## src/rtl/wishbone_memory_arbiter_pkg.sv

```systemverilog
// Shared types and helpers for the Wishbone memory arbiter.
// State encoding, cycle-type constants and the index-width helper.
package wb_arb_pkg;

  typedef enum logic [1:0] {
    IDLE,
    GRANT,
    RELEASE
  } arb_state_e;

  localparam logic [2:0] CTI_CLASSIC = 3'b000;
  localparam logic [2:0] CTI_INCR    = 3'b010;
  localparam logic [2:0] CTI_END     = 3'b111;

  function automatic int idx_w(input int n);
    return (n > 1) ? $clog2(n) : 1;
  endfunction

endpackage

```

## src/rtl/wishbone_memory_arbiter_if.sv

```systemverilog
// Bus bundle between the requesting masters, the arbiter and the slave.
// slave modport = arbiter side; master modport = environment side.
interface wishbone_memory_arbiter_if #(
  parameter int NUM_MASTERS   = 2,
  parameter int ADDRESS_WIDTH = 16,
  parameter int DATA_WIDTH    = 8,
  parameter int DATA_BYTES    = 1
);

  logic [NUM_MASTERS-1:0]               m_cyc_i;
  logic [NUM_MASTERS-1:0]               m_stb_i;
  logic [NUM_MASTERS-1:0]               m_we_i;
  logic [NUM_MASTERS*ADDRESS_WIDTH-1:0] m_adr_i;
  logic [NUM_MASTERS*DATA_WIDTH-1:0]    m_dat_i;
  logic [NUM_MASTERS*DATA_BYTES-1:0]    m_sel_i;
  logic [NUM_MASTERS*3-1:0]             m_cti_i;
  logic [DATA_WIDTH-1:0]                m_dat_o;
  logic [NUM_MASTERS-1:0]               m_ack_o;
  logic [NUM_MASTERS-1:0]               m_err_o;
  logic                                 s_cyc_o;
  logic                                 s_stb_o;
  logic                                 s_we_o;
  logic [ADDRESS_WIDTH-1:0]             s_adr_o;
  logic [DATA_WIDTH-1:0]                s_dat_o;
  logic [DATA_BYTES-1:0]                s_sel_o;
  logic [2:0]                           s_cti_o;
  logic [DATA_WIDTH-1:0]                s_dat_i;
  logic                                 s_ack_i;
  logic [NUM_MASTERS-1:0]               gnt_o;

  modport slave (
    input  m_cyc_i, m_stb_i, m_we_i, m_adr_i,
    input  m_dat_i, m_sel_i, m_cti_i,
    input  s_dat_i, s_ack_i,
    output m_dat_o, m_ack_o, m_err_o,
    output s_cyc_o, s_stb_o, s_we_o, s_adr_o,
    output s_dat_o, s_sel_o, s_cti_o, gnt_o
  );

  modport master (
    output m_cyc_i, m_stb_i, m_we_i, m_adr_i,
    output m_dat_i, m_sel_i, m_cti_i,
    output s_dat_i, s_ack_i,
    input  m_dat_o, m_ack_o, m_err_o,
    input  s_cyc_o, s_stb_o, s_we_o, s_adr_o,
    input  s_dat_o, s_sel_o, s_cti_o, gnt_o
  );

endinterface

```

## src/rtl/wishbone_memory_arbiter_rr_priority_picker.sv

```systemverilog
// Round-robin picker: first requester above ptr_i, wrapping.
// Purely combinational; returns one-hot winner and its index.
module rr_priority_picker #(
  parameter int N  = 2,
  parameter int IW = 1
) (
  input  logic [N-1:0]  req_i,
  input  logic [IW-1:0] ptr_i,
  output logic [N-1:0]  gnt_o,
  output logic [IW-1:0] idx_o
);

  logic found;
  int   k;

  always_comb begin
    gnt_o = '0;
    idx_o = '0;
    found = 1'b0;
    k     = 0;
    for (int i = 1; i <= N; i++) begin
      k = (int'(ptr_i) + i) % N;
      if (!found && req_i[IW'(k)]) begin
        found           = 1'b1;
        gnt_o[IW'(k)]   = 1'b1;
        idx_o           = IW'(k);
      end
    end
  end

endmodule

```

## src/rtl/wishbone_memory_arbiter.sv

```systemverilog
// Round-robin arbiter sharing one Wishbone slave between masters.
// WB_ARB_TIMEOUT_EN adds a stall watchdog with err and RELEASE state.
module wishbone_memory_arbiter
  import wb_arb_pkg::*;
#(
  parameter int NUM_MASTERS    = 2,
  parameter int ADDRESS_WIDTH  = 16,
  parameter int DATA_WIDTH     = 8,
  parameter int DATA_BYTES     = 1,
  parameter int TIMEOUT_CYCLES = 16
) (
  input logic clk_i,
  input logic rst_ni,
  wishbone_memory_arbiter_if.slave bus
);

  localparam int IW = idx_w(NUM_MASTERS);
  localparam int AW = ADDRESS_WIDTH;
  localparam int DW = DATA_WIDTH;
  localparam int DB = DATA_BYTES;

  if (NUM_MASTERS < 2 || NUM_MASTERS > 4 || TIMEOUT_CYCLES < 1)
  begin : g_bad_param
    $error("wishbone_memory_arbiter: bad parameters");
  end

  arb_state_e             state_q, state_d;
  logic [NUM_MASTERS-1:0] gnt_q, gnt_d, pick_gnt;
  logic [IW-1:0]          idx_q, idx_d;
  logic [IW-1:0]          ptr_q, ptr_d, pick_idx;
  logic                   granted, own_cyc, tmo;
  int                     sel;

  rr_priority_picker #(
    .N  (NUM_MASTERS),
    .IW (IW)
  ) u_pick (
    .req_i (bus.m_cyc_i),
    .ptr_i (ptr_q),
    .gnt_o (pick_gnt),
    .idx_o (pick_idx)
  );

  assign granted = (state_q == GRANT);
  assign own_cyc = bus.m_cyc_i[idx_q];
  assign sel     = int'(idx_q);

  assign bus.s_cyc_o = granted & own_cyc;
  assign bus.s_stb_o = granted & bus.m_stb_i[idx_q];
  assign bus.s_we_o  = granted & bus.m_we_i[idx_q];
  assign bus.s_adr_o = granted ? bus.m_adr_i[sel*AW +: AW] : '0;
  assign bus.s_dat_o = granted ? bus.m_dat_i[sel*DW +: DW] : '0;
  assign bus.s_sel_o = granted ? bus.m_sel_i[sel*DB +: DB] : '0;
  assign bus.s_cti_o = granted ? bus.m_cti_i[sel*3 +: 3] : '0;

  // Outside GRANT the slave's registered ack is swallowed here.
  assign bus.m_ack_o = (granted && bus.s_ack_i) ? gnt_q : '0;
  assign bus.m_dat_o = bus.s_dat_i;
  assign bus.gnt_o   = granted ? gnt_q : '0;

`ifdef WB_ARB_TIMEOUT_EN
  localparam int CW = $clog2(TIMEOUT_CYCLES + 1);

  logic [CW-1:0] cnt_q, cnt_d;
  logic          stall;

  assign stall = granted & bus.s_stb_o & ~bus.s_ack_i;
  assign tmo   = stall && (cnt_q == CW'(TIMEOUT_CYCLES - 1));
  assign cnt_d = (stall && !tmo) ? cnt_q + 1'b1 : '0;

  assign bus.m_err_o = tmo ? gnt_q : '0;

  always_ff @(posedge clk_i or negedge rst_ni) begin
    if (!rst_ni) cnt_q <= '0;
    else         cnt_q <= cnt_d;
  end
`else
  assign tmo         = 1'b0;
  assign bus.m_err_o = '0;
`endif

  always_comb begin
    state_d = state_q;
    gnt_d   = gnt_q;
    idx_d   = idx_q;
    ptr_d   = ptr_q;
    unique case (state_q)
      IDLE: begin
        if (|bus.m_cyc_i) begin
          state_d = GRANT;
          gnt_d   = pick_gnt;
          idx_d   = pick_idx;
        end
      end
      GRANT: begin
        if (tmo) begin
          state_d = RELEASE;
          ptr_d   = idx_q;
        end else if (!own_cyc) begin
          state_d = IDLE;
          gnt_d   = '0;
          ptr_d   = idx_q;
        end
      end
      RELEASE: begin
        // Stalled owner has let go; this cycle already isolated the slave.
        if (!own_cyc) begin
          if (|bus.m_cyc_i) begin
            state_d = GRANT;
            gnt_d   = pick_gnt;
            idx_d   = pick_idx;
          end else begin
            state_d = IDLE;
            gnt_d   = '0;
          end
        end
      end
      default: begin
        state_d = IDLE;
        gnt_d   = '0;
      end
    endcase
  end

  always_ff @(posedge clk_i or negedge rst_ni) begin
    if (!rst_ni) begin
      state_q <= IDLE;
      gnt_q   <= '0;
      idx_q   <= '0;
      ptr_q   <= IW'(NUM_MASTERS - 1);
    end else begin
      state_q <= state_d;
      gnt_q   <= gnt_d;
      idx_q   <= idx_d;
      ptr_q   <= ptr_d;
    end
  end

endmodule

```

## src/flat_wrapper.sv

```systemverilog
// flat-port wrapper written by rule: the top's interface ports become plain ports
module wishbone_memory_arbiter_flat import wb_arb_pkg::*;
#(
  parameter int NUM_MASTERS    = 2,
  parameter int ADDRESS_WIDTH  = 16,
  parameter int DATA_WIDTH     = 8,
  parameter int DATA_BYTES     = 1,
  parameter int TIMEOUT_CYCLES = 16
)
  (clk_i, rst_ni, bus_m_cyc_i, bus_m_stb_i, bus_m_we_i, bus_m_adr_i, bus_m_dat_i, bus_m_sel_i, bus_m_cti_i, bus_s_dat_i, bus_s_ack_i, bus_m_dat_o, bus_m_ack_o, bus_m_err_o, bus_s_cyc_o, bus_s_stb_o, bus_s_we_o, bus_s_adr_o, bus_s_dat_o, bus_s_sel_o, bus_s_cti_o, bus_gnt_o);
  wishbone_memory_arbiter_if #(.NUM_MASTERS(NUM_MASTERS), .ADDRESS_WIDTH(ADDRESS_WIDTH), .DATA_WIDTH(DATA_WIDTH), .DATA_BYTES(DATA_BYTES)) bus_i ();
  input logic clk_i;
  input logic rst_ni;
  input wire logic [$bits(bus_i.m_cyc_i)-1:0] bus_m_cyc_i;
  input wire logic [$bits(bus_i.m_stb_i)-1:0] bus_m_stb_i;
  input wire logic [$bits(bus_i.m_we_i)-1:0] bus_m_we_i;
  input wire logic [$bits(bus_i.m_adr_i)-1:0] bus_m_adr_i;
  input wire logic [$bits(bus_i.m_dat_i)-1:0] bus_m_dat_i;
  input wire logic [$bits(bus_i.m_sel_i)-1:0] bus_m_sel_i;
  input wire logic [$bits(bus_i.m_cti_i)-1:0] bus_m_cti_i;
  input wire logic [$bits(bus_i.s_dat_i)-1:0] bus_s_dat_i;
  input wire logic [$bits(bus_i.s_ack_i)-1:0] bus_s_ack_i;
  output wire logic [$bits(bus_i.m_dat_o)-1:0] bus_m_dat_o;
  output wire logic [$bits(bus_i.m_ack_o)-1:0] bus_m_ack_o;
  output wire logic [$bits(bus_i.m_err_o)-1:0] bus_m_err_o;
  output wire logic [$bits(bus_i.s_cyc_o)-1:0] bus_s_cyc_o;
  output wire logic [$bits(bus_i.s_stb_o)-1:0] bus_s_stb_o;
  output wire logic [$bits(bus_i.s_we_o)-1:0] bus_s_we_o;
  output wire logic [$bits(bus_i.s_adr_o)-1:0] bus_s_adr_o;
  output wire logic [$bits(bus_i.s_dat_o)-1:0] bus_s_dat_o;
  output wire logic [$bits(bus_i.s_sel_o)-1:0] bus_s_sel_o;
  output wire logic [$bits(bus_i.s_cti_o)-1:0] bus_s_cti_o;
  output wire logic [$bits(bus_i.gnt_o)-1:0] bus_gnt_o;
  assign bus_i.m_cyc_i = bus_m_cyc_i;
  assign bus_i.m_stb_i = bus_m_stb_i;
  assign bus_i.m_we_i = bus_m_we_i;
  assign bus_i.m_adr_i = bus_m_adr_i;
  assign bus_i.m_dat_i = bus_m_dat_i;
  assign bus_i.m_sel_i = bus_m_sel_i;
  assign bus_i.m_cti_i = bus_m_cti_i;
  assign bus_i.s_dat_i = bus_s_dat_i;
  assign bus_i.s_ack_i = bus_s_ack_i;
  assign bus_m_dat_o = bus_i.m_dat_o;
  assign bus_m_ack_o = bus_i.m_ack_o;
  assign bus_m_err_o = bus_i.m_err_o;
  assign bus_s_cyc_o = bus_i.s_cyc_o;
  assign bus_s_stb_o = bus_i.s_stb_o;
  assign bus_s_we_o = bus_i.s_we_o;
  assign bus_s_adr_o = bus_i.s_adr_o;
  assign bus_s_dat_o = bus_i.s_dat_o;
  assign bus_s_sel_o = bus_i.s_sel_o;
  assign bus_s_cti_o = bus_i.s_cti_o;
  assign bus_gnt_o = bus_i.gnt_o;
  wishbone_memory_arbiter #(.NUM_MASTERS(NUM_MASTERS), .ADDRESS_WIDTH(ADDRESS_WIDTH), .DATA_WIDTH(DATA_WIDTH), .DATA_BYTES(DATA_BYTES), .TIMEOUT_CYCLES(TIMEOUT_CYCLES)) u_core (.clk_i(clk_i), .rst_ni(rst_ni), .bus(bus_i));
endmodule
```

## config.mk

```make
export PLATFORM = sky130hd
export DESIGN_NAME = wishbone_memory_arbiter_flat
export DESIGN_NICKNAME = d
export VERILOG_FILES = /design/src/rtl/wishbone_memory_arbiter_pkg.sv /design/src/rtl/wishbone_memory_arbiter_if.sv /design/src/rtl/wishbone_memory_arbiter_rr_priority_picker.sv /design/src/rtl/wishbone_memory_arbiter.sv /design/src/flat_wrapper.sv
export SDC_FILE = /design/constraint.sdc
export NUM_CORES = 1
export LEC_CHECK = 0
export ABC_AREA = 1
export CORE_MARGIN = 2
export CORE_UTILIZATION = 23
export DETAILED_ROUTE_END_ITERATION = 12
export HOLD_SLACK_MARGIN = 0.15
export MAX_ROUTING_LAYER = met4
export PLACE_DENSITY = 0.85
export RECOVER_POWER = 100
export SLEW_MARGIN = 20
export SYNTH_ARGS = -nofsm -noshare
export SYNTH_HDL_FRONTEND = slang
export SYNTH_SLANG_ARGS = --single-unit
```

## constraint.sdc

```tcl
create_clock -name clk_i -period 2 [get_ports clk_i]
set_clock_uncertainty 0.05 [all_clocks]
set_input_delay 0.3 -clock clk_i [delete_from_list [all_inputs] [get_ports clk_i]]
set_output_delay 0.3 -clock clk_i [all_outputs]
set_load 0.02 [all_outputs]
```

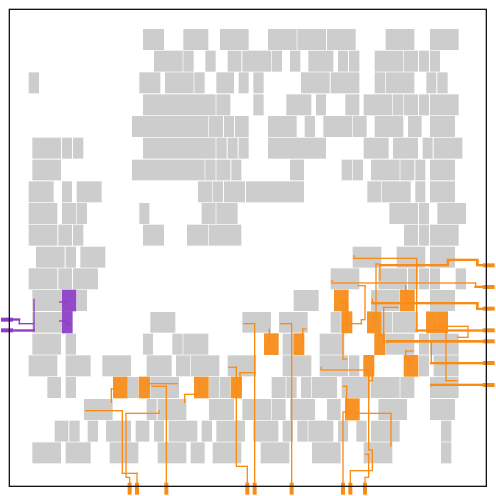
Figure 1: run 1, I/O nets highlighted.
Drawn at 8 px/um.
legend:
  `bus_m_we_i`:
    colour: purple
    bits: 2
    direction: input
    end_cells: 2
    buffers: 2
    wire: 12.1 um
  `bus_m_dat_i`:
    colour: orange
    bits: 16
    direction: input
    end_cells: 16
    buffers: 16
    wire: 328 um

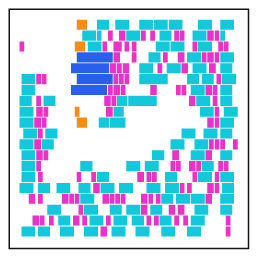
Figure 2: run 1, cells coloured by class.
Drawn at 4 px/um.
legend:
  other buffers and delay cells:
    colour: cyan
    cells: 104
  clock drivers and dummy loads:
    colour: orange
    cells: 4
  all other logic:
    colour: magenta
    cells: 116
  flip-flops:
    colour: blue
    cells: 4

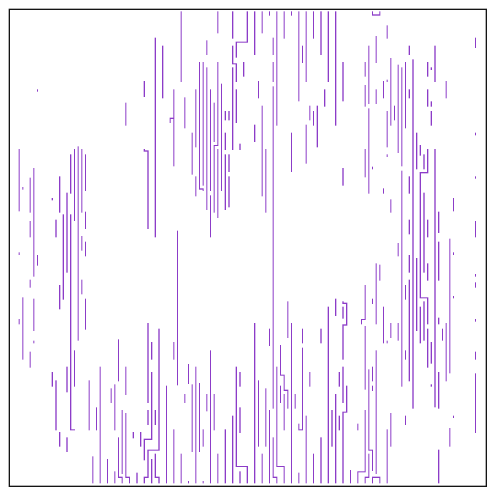
Figure 3: run 1, the metal 2 layer.
Drawn at 8 px/um.
share of all routed wire: 52%
wire length on this layer: 1540 um
main direction: vertical
Routed WL: 2.96 mm
DR vias: 1164
M2 GR Usage: 33.4%

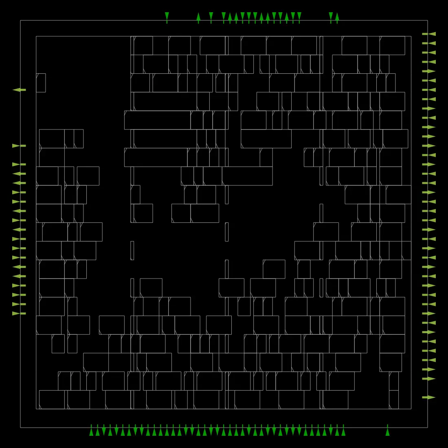
Figure 4: run 1, cell outlines without signal wires.
Core Area: 0.00298 mm^2
tap cells: 33
Seq/total area: 6.11%
final core utilization: 55.7%

==> results.json, run 1 <==
{
  "place_area_mm2": 0.00168,
  "vias_per_cell": 4.46,
  "fp.dieH_um": 59.4,
  "register_area_um2": 101,
  "signal_buffers": 104,
  "lay_top_count": "clkdlybuf4s50_1",
  "crit_family": "buffers and inverters",
  "clock-root-buffer": "clkbuf_4",
  "cp.required_ns": 1.65,
  "worstPathMaxFanout": 19,
  "drcViolationCount": 0,
  "fin_ws_ns": 0.0870,
  "clkCellAreaFrac_pct": 1.58,
  "r2r_cells": 5,
  "final_nets": 302,
  "largest_cell_class": "buffers",
  "holdBufCountCts": 0,
  "crit_path_cell_trace": "buf_4 -> nand2_1 -> nor2_1 -> clkdlybuf4s50_1",
  "wl_met2_mm": 1.54,
  "grt_overflow": 0,
  "mux_area_share_pct": 0,
  "comb_cells": 112,
  "status": "finished, final reports clean",
  "synth.distinct_cells": 14,
  "antenna_found_initial": 0,
  "sh_comb_area_pct": 28.3,
  "clkLatencyLatePin_ns": 0.23,
  "clock_path_buffers": 2,
  "leakage_nw": 0.787,
  "instances_no_fill": 261,
  "drt_iter0_markers": 59,
  "drv_slew": 0,
  "cts_sinks": 4,
  "place_ws_ns": -0.0707,
  "clkbuf_count": 4,
  "grt-busiest-layer": "met2",
  "die_w_um": 59.4,
  "top_cell": "nor2_1",
  "fin_crit_sh_pct": 95.7,
  "power.density_mw_per_mm2": 1220,
  "met1Wirelength_mm": 1.06,
  "rsz0062_at_grt": "false",
  "dp.cells": 257,
  "hold_slack_ns": 0.277,
  "inverters": 4,
  "clkPwrFrac_pct": 5.4,
  "place.gp.congestion": 0.748,
  "yosys.area_share.aoi_pct": 24.1,
  "fmax_mhz": 523,
  "ys_ff": 4,
  "hp-class": "primary input to async pin",
  "port_buffers": 97,
  "worstSetupPathDepth": 4,
  "timing.max_cap.violations": 0,
  "grt_pass1_wl_mm": 4.62,
  "power_mw": 2.02,
  "yosys_cells": 138,
  "htreeDepth": 1,
  "p_comb_mw": 1.77,
  "comb_power_share_pct": 87.5,
  "fill_cells": 312
}
## Run 2: what changed since run 1
Settings changed: TNS_END_PERCENT set to 50.
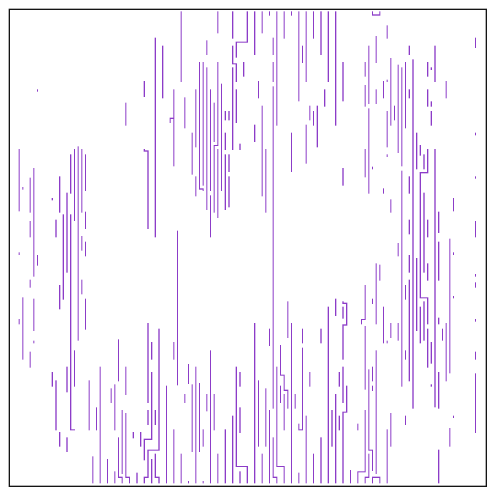
Figure 5: run 2, the metal 2 layer.
Drawn at 8 px/um.

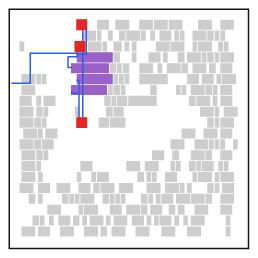
Figure 6: run 2, routed clock nets over the placement.
Drawn at 4 px/um.
legend:
  clock wires:
    colour: blue
    length: 81.5 um
  flip-flops:
    colour: purple
    count: 4
  cells driving clock nets:
    colour: red
    count: 3
routed clock nets: 4
Latency at later pin: 0.23 ns
clock power share: 5.4%

==> run 2 against run 1 <==
Hold slack unchanged. Synthesized cell count unchanged. Non-clock buffer count unchanged. Highest routed layer unchanged. Die size unchanged. Routed wire length stayed put. Global-route usage stayed put. Flip-flop count is the same. Final cell count did not move. Combinational power hardly changed.
==> results.json, run 2 <==
{
  "status": "finished, final reports clean",
  "worstPathMaxFanout": 19,
  "cts_resized": 31,
  "gr-usage-met1_pct": 16.7,
  "inverters": 4,
  "flop_cell": "dfrtp_1",
  "synth-async-reset-ratio_pct": 100,
  "final_cell_mix": "64 x clkdlybuf4s50_1, 62 x nor2_1, 30 x dlygate4sd2_1",
  "pin_count": 118,
  "power_clock_mw": 0.109,
  "fin_ws_ns": 0.0870,
  "fp_util_pct": 23.7,
  "drive_gt1_share_pct": 4.39,
  "ys_sh_simple_pct": 40.2,
  "met3_usage_pct": 5.02,
  "synthCells": 138,
  "synth_area_um2": 707,
  "critPathLaunch": "u_core.state_q[0]",
  "place_area_mm2": 0.00168,
  "comb_cells": 112,
  "path_clk_slew_ns": 0.04,
  "met1Wirelength_mm": 1.06,
  "tritoncts.num_buffers": 3,
  "dieArea_mm2": 0.00353,
  "instances_no_fill": 261,
  "leakage_nw": 0.787,
  "cpPeakStageDelay_ns": 0.60,
  "fill_cells": 312,
  "port_buffers": 97,
  "syn2layout_area_growth_pct": 135,
  "lay_top_count": "clkdlybuf4s50_1",
  "track_usage_pct": 17.5,
  "clock_path_buffers": 2,
  "grt_use_met2_pct": 33.4,
  "grt-busiest-layer": "met2",
  "ant_nets": 0,
  "r2r_end": "u_core.gnt_q[0]",
  "place.gp.congestion": 0.748,
  "drcViolationCount": 0,
  "grt_max_degree": 23,
  "grt_pass1_wl_mm": 4.62,
  "fin_crit_sh_pct": 95.7,
  "crit_family": "buffers and inverters",
  "hp-class": "primary input to async pin",
  "routed.top_layer": "met4",
  "p_comb_mw": 1.77,
  "htreeDepth": 1,
  "ys_sh_xor_pct": 0,
  "p_switching_mw": 1.11,
  "fp.dieH_um": 59.4,
  "power_mw": 2.02,
  "timing.max_cap.violations": 0,
  "synth_area_per_cell_um2": 5.12,
  "clock-root-buffer": "clkbuf_4",
  "top_cell": "nor2_1",
  "adder_share_pct": 0,
  "utilization_pct": 55.7,
  "largest_cell_class": "buffers",
  "yosys_cells": 138,
  "clkbuf_count": 4,
  "drt_iter0_markers": 59,
  "fmax_mhz": 523,
  "swShare_pct": 54.8,
  "clkCellAreaFrac_pct": 1.58,
  "period_minus_slack_ns": 1.91,
  "reg2reg_setup_slack_ns": 0.77,
  "final_nets": 302,
  "setup_viol": 0,
  "power.density_mw_per_mm2": 1220,
  "yosys.area_share.aoi_pct": 24.1,
  "routed_wl_mm": 2.96,
  "buf_share_pct": 60.6,
  "hold_slack_ns": 0.277,
  "vias_per_cell": 4.46,
  "comb_power_share_pct": 87.5,
  "core_mm2": 0.00298,
  "die_w_um": 59.4,
  "antenna_found_initial": 0,
  "worstSetupPathDepth": 4,
  "dp.cells": 257,
  "ir_drop_mv": 0.565,
  "log.warning_count": 26,
  "cp.arrival_ns": 1.56,
  "intPower_mw": 0.913,
  "vias": 1164,
  "cts_tree": "yes",
  "area_leaders": "nor2_1 33%, o21ai_0 21%, buf_4 13%",
  "crit_path_cell_trace": "buf_4 -> nand2_1 -> nor2_1 -> clkdlybuf4s50_1",
  "synth.distinct_cells": 14,
  "sh_comb_area_pct": 28.3,
  "mux_area_share_pct": 0,
  "r2r_cells": 5,
  "holdBufCountCts": 0,
  "dp_hpwl_mm": 2.39,
  "place_ws_ns": -0.0707,
  "fp-row-count": 20,
  "signal_buffers": 104,
  "yosys_warnings": 0,
  "sequentialPower_mw": 0.144,
  "tap_cells": 33,
  "design_area_mm2": 0.00166,
  "ys_ff": 4,
  "grt_overflow": 0,
  "cts_sinks": 4,
  "cp.required_ns": 1.65,
  "yosys-top-cells-count": "62 x nor2_1, 29 x o21ai_0, 12 x buf_4, 8 x nand2_1, 7 x buf_2",
  "register_area_um2": 101,
  "seq_share_pct": 6.11,
  "drv_slew": 0,
  "rsz0062_at_grt": "false",
  "cts_setup_buffers": 0,
  "routed-wl-met3_um": 350,
  "wl_met2_mm": 1.54,
  "end_kind": "primary output"
}
## Run 3: what changed since run 2
Settings changed: GPL_TIMING_DRIVEN set to 1.
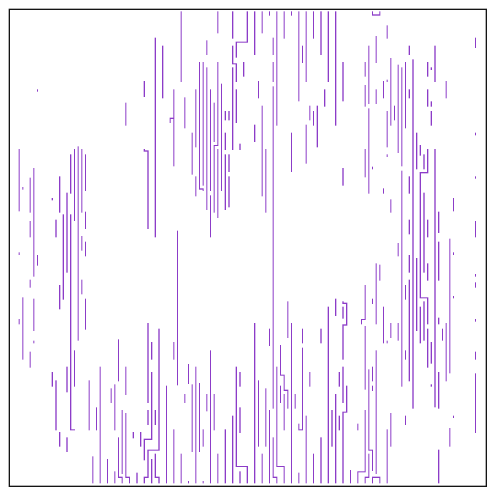
Figure 7: run 3, the metal 2 layer.
Drawn at 8 px/um.

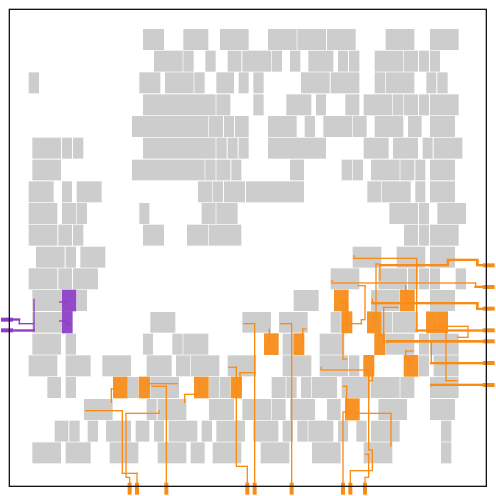
Figure 8: run 3, I/O nets highlighted.
Drawn at 8 px/um.
legend:
  `bus_m_dat_i`:
    colour: orange
    bits: 16
    direction: input
    end_cells: 16
    buffers: 16
    wire: 328 um
  `bus_m_we_i`:
    colour: purple
    bits: 2
    direction: input
    end_cells: 2
    buffers: 2
    wire: 12.1 um

==> run 3 against run 2 <==
Combinational power hardly changed. Sequential share of layout area unchanged. Worst setup slack is the same. Utilization is the same. Critical path type unchanged. Final cell count did not move. Routed wire length unchanged. Largest power group unchanged. Register-to-register slack barely moved. Global-route usage unchanged. Total power unchanged. Largest cell class unchanged. Maximum frequency unchanged. First-iteration DRC count unchanged.
==> results.json, run 3 <==
{
  "status": "finished, final reports clean",
  "synthCells": 138,
  "largest_cell_class": "buffers",
  "log.warning_count": 26,
  "period_minus_slack_ns": 1.91,
  "drive_gt1_share_pct": 4.39,
  "power_clock_mw": 0.109,
  "grt-busiest-layer": "met2",
  "power_mw": 2.02,
  "rsz0062_at_grt": "false",
  "dp_hpwl_mm": 2.39,
  "routed-wl-met3_um": 350,
  "comb_area_um2": 469,
  "drcViolationCount": 0,
  "fin_ws_ns": 0.0870,
  "grt_max_degree": 23,
  "routed.top_layer": "met4",
  "cts_tree": "yes",
  "htreeDepth": 1,
  "path_buffers": 2,
  "vias_per_cell": 4.46,
  "place_ws_ns": -0.0707,
  "swShare_pct": 54.8,
  "ant_nets": 0,
  "adder_share_pct": 0,
  "lay_top_count": "clkdlybuf4s50_1",
  "yosys_cells": 138,
  "path_clk_slew_ns": 0.04,
  "clock-root-buffer": "clkbuf_4",
  "setup_viol": 0,
  "clkCellAreaFrac_pct": 1.58,
  "power_frac_seq_pct": 7.1,
  "signal_buffers": 104,
  "synth-edff-count": 0,
  "tap_cells": 33,
  "ys_ff": 4,
  "fp_util_pct": 23.7,
  "reg2reg_setup_slack_ns": 0.77,
  "drt-wirelength-per-cell_um": 11.3,
  "p_switching_mw": 1.11,
  "place.gp.congestion": 0.748,
  "dp.cells": 257,
  "pin_count": 118,
  "synth.distinct_cells": 14,
  "cpPeakStageDelay_ns": 0.60,
  "critPathLaunchType": "register",
  "grt_pass1_vias": 1068,
  "seq_share_pct": 6.11,
  "yosys.area_share.aoi_pct": 24.1,
  "ir_drop_mv": 0.565,
  "dieArea_mm2": 0.00353,
  "yosys-top-cells-count": "62 x nor2_1, 29 x o21ai_0, 12 x buf_4, 8 x nand2_1, 7 x buf_2",
  "sh_comb_area_pct": 28.3,
  "final_nets": 302,
  "crit_path_cell_trace": "buf_4 -> nand2_1 -> nor2_1 -> clkdlybuf4s50_1",
  "crit_path_end": "bus_m_ack_o[0]",
  "r2r_start": "u_core.state_q[0]",
  "gr-usage-met1_pct": 16.7,
  "place_area_mm2": 0.00168,
  "die_w_um": 59.4,
  "finalSetupTns_ns": 0,
  "drv_slew": 0,
  "tritoncts.num_buffers": 3,
  "cts_setup_buffers": 0,
  "cp.required_ns": 1.65,
  "synth_top_area_share_pct": 32.9,
  "holdBufCountCts": 0,
  "clkPwrFrac_pct": 5.4,
  "core_mm2": 0.00298,
  "instances_no_fill": 261,
  "n_antenna_cell": 0,
  "vias": 1164,
  "routed_wl_mm": 2.96,
  "leakage_nw": 0.787,
  "clock_path_buffers": 2,
  "cts_resized": 31,
  "ys_sh_simple_pct": 40.2,
  "path_class": "register to primary output",
  "r2r_end": "u_core.gnt_q[0]",
  "port_buffers": 97,
  "crit_family": "buffers and inverters",
  "met3_usage_pct": 5.02,
  "grt_use_met2_pct": 33.4,
  "flop_cell": "dfrtp_1",
  "fmax_mhz": 523,
  "p_comb_mw": 1.77,
  "clkbuf_count": 4,
  "inverters": 4,
  "utilization_pct": 55.7,
  "end_kind": "primary output",
  "buf_share_pct": 60.6,
  "sequentialPower_mw": 0.144,
  "met1Wirelength_mm": 1.06,
  "clkLatencyLatePin_ns": 0.23,
  "top_logic_kind": "simple AND/OR/NAND/NOR gates",
  "synth_area_um2": 707,
  "fill_cells": 312,
  "ff_count": 4,
  "drtPass1Iterations": 4,
  "hold_slack_ns": 0.277,
  "fp-row-count": 20,
  "top_cell": "nor2_1",
  "worstPathMaxFanout": 19,
  "worstSetupPathDepth": 4,
  "synth_area_per_cell_um2": 5.12,
  "top_power_group": "combinational logic",
  "ys_sh_xor_pct": 0,
  "grt_pass1_wl_mm": 4.62,
  "yosys.area.top_type": "nor2_1",
  "antenna_found_initial": 0,
  "design_area_mm2": 0.00166,
  "wl_met2_mm": 1.54,
  "r2r_cells": 5,
  "syn2layout_area_growth_pct": 135,
  "timing.max_cap.violations": 0,
  "yosys_area_um2": 707,
  "yosys_warnings": 0,
  "cp.arrival_ns": 1.56,
  "power.density_mw_per_mm2": 1220,
  "drt_iter0_markers": 59,
  "critPathLaunch": "u_core.state_q[0]",
  "hp-class": "primary input to async pin",
  "mux_area_share_pct": 0,
  "fin_crit_sh_pct": 95.7,
  "comb_cells": 112,
  "register_area_um2": 101,
  "track_usage_pct": 17.5,
  "hold_violations": 0,
  "cts_sinks": 4,
  "final_cell_mix": "64 x clkdlybuf4s50_1, 62 x nor2_1, 30 x dlygate4sd2_1",
  "intPower_mw": 0.913,
  "slowest_stage": "clkdlybuf4s50_1",
  "area_leaders": "nor2_1 33%, o21ai_0 21%, buf_4 13%",
  "grt_overflow": 0,
  "comb_power_share_pct": 87.5,
  "synth-async-reset-ratio_pct": 100,
  "fp.dieH_um": 59.4
}
Power and IR drop assume default switching activity.
